Design icetap_capture_ctrl, sky130hd; sources not shown.
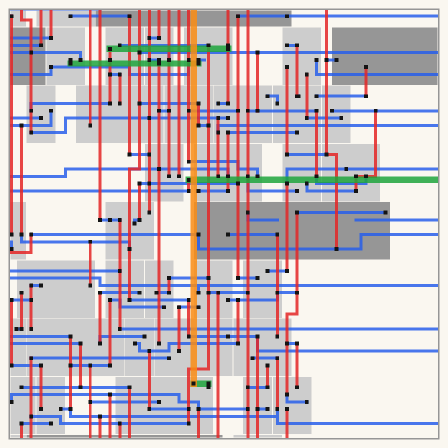
run_1/detail.png
Window x 94 to 114, y 8 to 28 µm. Cells in gray, sequential cells in the stronger gray; small squares are vias.
legend:
  metal 3:
    color: green
  metal 4:
    color: orange
  metal 2:
    color: red
  metal 1:
    color: blue
cells with their middle in the window: 33
most frequent: inv_1 (4), nor2_1 (4)
sequential cells in the window: 2

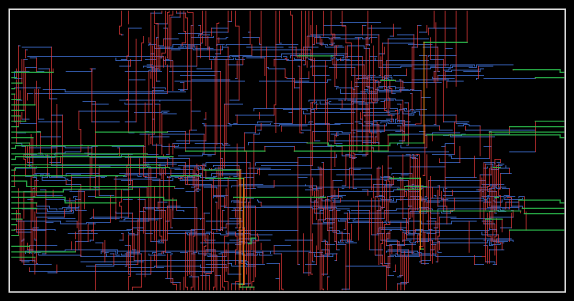
run_1/wires.png
Drawn at 4 px/µm.
legend:
  metal 3:
    color: green
    wire_length: 801 µm
  metal 1:
    color: blue
    wire_length: 4,020 µm
  metal 2:
    color: red
    wire_length: 4,300 µm
  metal 4:
    color: orange
    wire_length: 98.6 µm
DR WL/cell: 18.2 µm
DR vias: 2,742
final WL: 9220 µm
global router's overall resource usage: 19.8%

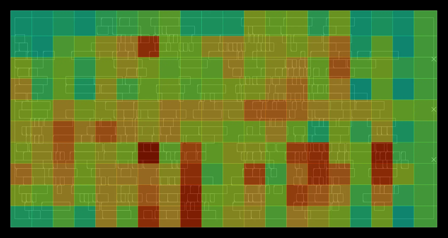
run_1/congestion.png
post-layout util: 50.7%
M3 GR Usage: 7.75%
GRT met1 Usage: 24.8%
Most Crowded Layer GR: met2
GRT met2 Usage: 31.8%

==> run_results.csv, run 1 <==
group,metric,value,unit
floorplanning,die_area,9750,µm²
synthesis,yosysTopAreaCell,"dfrtp_1",
cts,cts_buffers,9,
synthesis,postSynthSeqShare,56.2,%
final_timing,fin_ws,433,ps
route,wl_met3,801,µm
finish,buf_share,5.38,%
synthesis,numSynthFlops,86,
cts,cts_setup_buffers,0,
critical_path,cp_slowest_cell,"dfrtp_1",
run_status,violations,"design-rule violations",
power_and_ir_drop,pg_seq,2.23,mW
grt,grt_start_max_net_pins,87,
power_and_ir_drop,power_leader,"registers",
power_and_ir_drop,pg_clk,1.34,mW
min_path,hold_path.class,"in2reg",
floorplanning,die.size.x,139,µm
grt,grt_pass1_vias,2823,
route,wl_met1,4020,µm
run_status,status,"finished, violations left",
finish,lay_top_cells,"dfrtp_1 (86), nand2_1 (83), xor2_1 (33)",
critical_path,worst-setup-path-type,"reg2reg",
synthesis,synth_area_per_cell,10.5,µm²
final_timing,whs,39.9,ps
route,top_layer_used,"met4",
synthesis,ys_cells,365,
route,ant_nets,0,
route,routed_via_density,5.40,
final_timing,timing.fmax,414,MHz
route,wl_met2,4300,µm
route,drc,6,
floorplanning,io_pins,113,
synthesis,yosysWarnings,0,
grt,antenna_found_initial,0,
cts,cts_tree,"built",
synthesis,synth_cell_types,44,
synthesis,edf_count,0,
final_timing,final_hold_viol_count,0,
placement,dpl_cell_area,3960,µm²
power_and_ir_drop,clkPwrFrac,29.8,%
finish,clock_area_share,7.74,%
critical_path,startpoint_type,"register",
final_timing,final.min_clock_period,2420,ps
critical_path,crit_fanout,9,
cts,root_buffer,"clkbuf_16",
synthesis,top_cells_by_area,"dfrtp_1 (56%), nand2_1 (8.1%), xor2_1 (7.6%)",
finish,layout_top_cell,"dfrtp_1",
placement,dpl_worst_slack,447,ps
finish,nNetsFinal,467,
finish,num-nonclk-inverters,8,
synthesis,top_cells_by_count,"dfrtp_1 (86), nand2_1 (83), xor2_1 (33)",
route,drtIter0Drc,174,
flow_run,drv_cap,0,
==> run 2, diff against run 1 <==
==> constraint.sdc (replaced) <==
create_clock -name clk -period 1.95 [get_ports clk]
set_clock_uncertainty 0.1 [all_clocks]
set_input_delay 0.195 -clock clk [delete_from_list [all_inputs] [get_ports clk]]
set_output_delay 0.195 -clock clk [all_outputs]
set_load 0.05 [all_outputs]
==> run_results.csv, run 2 <==
group,metric,value,unit
final_timing,final.min_clock_period,2290,ps
synthesis,edf_count,0,
power_and_ir_drop,clkPwrFrac,26.0,%
grt,use_met3,7.41,%
synthesis,top_cells_by_count,"dfrtp_1 (86), nand2_1 (83), xor2_1 (33)",
run_status,violations,"design-rule violations, negative hold slack, negative setup slack",
power_and_ir_drop,pg_clk,1.74,mW
synthesis,ys_cells,365,
synthesis,top_cells_by_area,"dfrtp_1 (56%), nand2_1 (8.1%), xor2_1 (7.6%)",
grt,grt_start_max_net_pins,87,
synthesis,numSynthFlops,86,
critical_path,worst-setup-path-type,"reg2reg",
route,routed_wl,9540,µm
critical_path,cp_slowest_cell,"or4_1",
synthesis,synth_cell_types,44,
cts,cts_buffers,9,
route,ant_nets,0,
synthesis,yosysTopAreaCell,"dfrtp_1",
floorplanning,io_pins,113,
grt,busiest_layer,"met2",
finish,buf_share,8.95,%
route,wl_met1,4290,µm
route,wl_met2,4450,µm
final_timing,final_hold_viol_count,86,
route,drc,4,
run_status,status,"finished, violations left",
final_timing,whs,-553,ps
route,drtIter0Drc,163,
placement,dpl_cell_area,4170,µm²
final_timing,fin_ws,-336,ps
route,top_layer_used,"met4",
synthesis,yosysWarnings,0,
route,routed_via_density,5.44,
finish,layout_top_cell,"nand2_1",
floorplanning,die_area,9750,µm²
cts,cts_tree,"built",
finish,clock_area_share,6.41,%
cts,cts_setup_buffers,1,
synthesis,postSynthSeqShare,56.2,%
floorplanning,die.size.x,139,µm
min_path,hold_path.class,"in2async",
final_timing,finalSetupViolCount,19,
route,vias,2905,
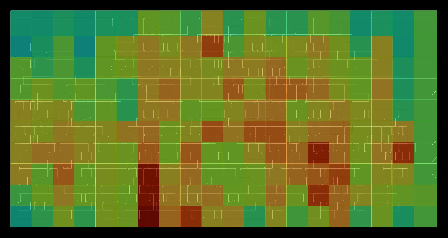
run_2/congestion.png
DR WL/cell: 17.9 µm
GRT met2 Usage: 33.3%
global router's overall resource usage: 20.6%
GRT met1 Usage: 25.7%
post-layout util: 54.3%

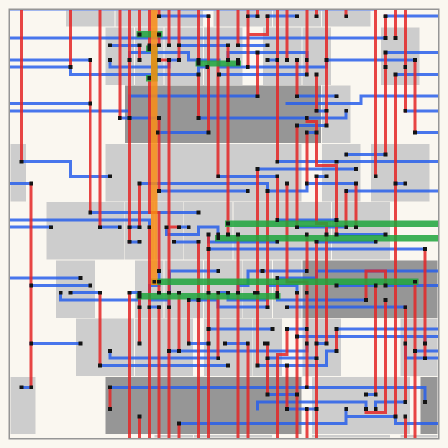
run_2/detail.png
Window x 94 to 114, y 8 to 28 µm. Cells in gray, sequential cells in the stronger gray; small squares are vias.
legend:
  metal 4:
    color: orange
  metal 2:
    color: red
  metal 3:
    color: green
  metal 1:
    color: blue
cells with their middle in the window: 33
most frequent: nor2_1 (5), nor3_1 (4)
sequential cells in the window: 3

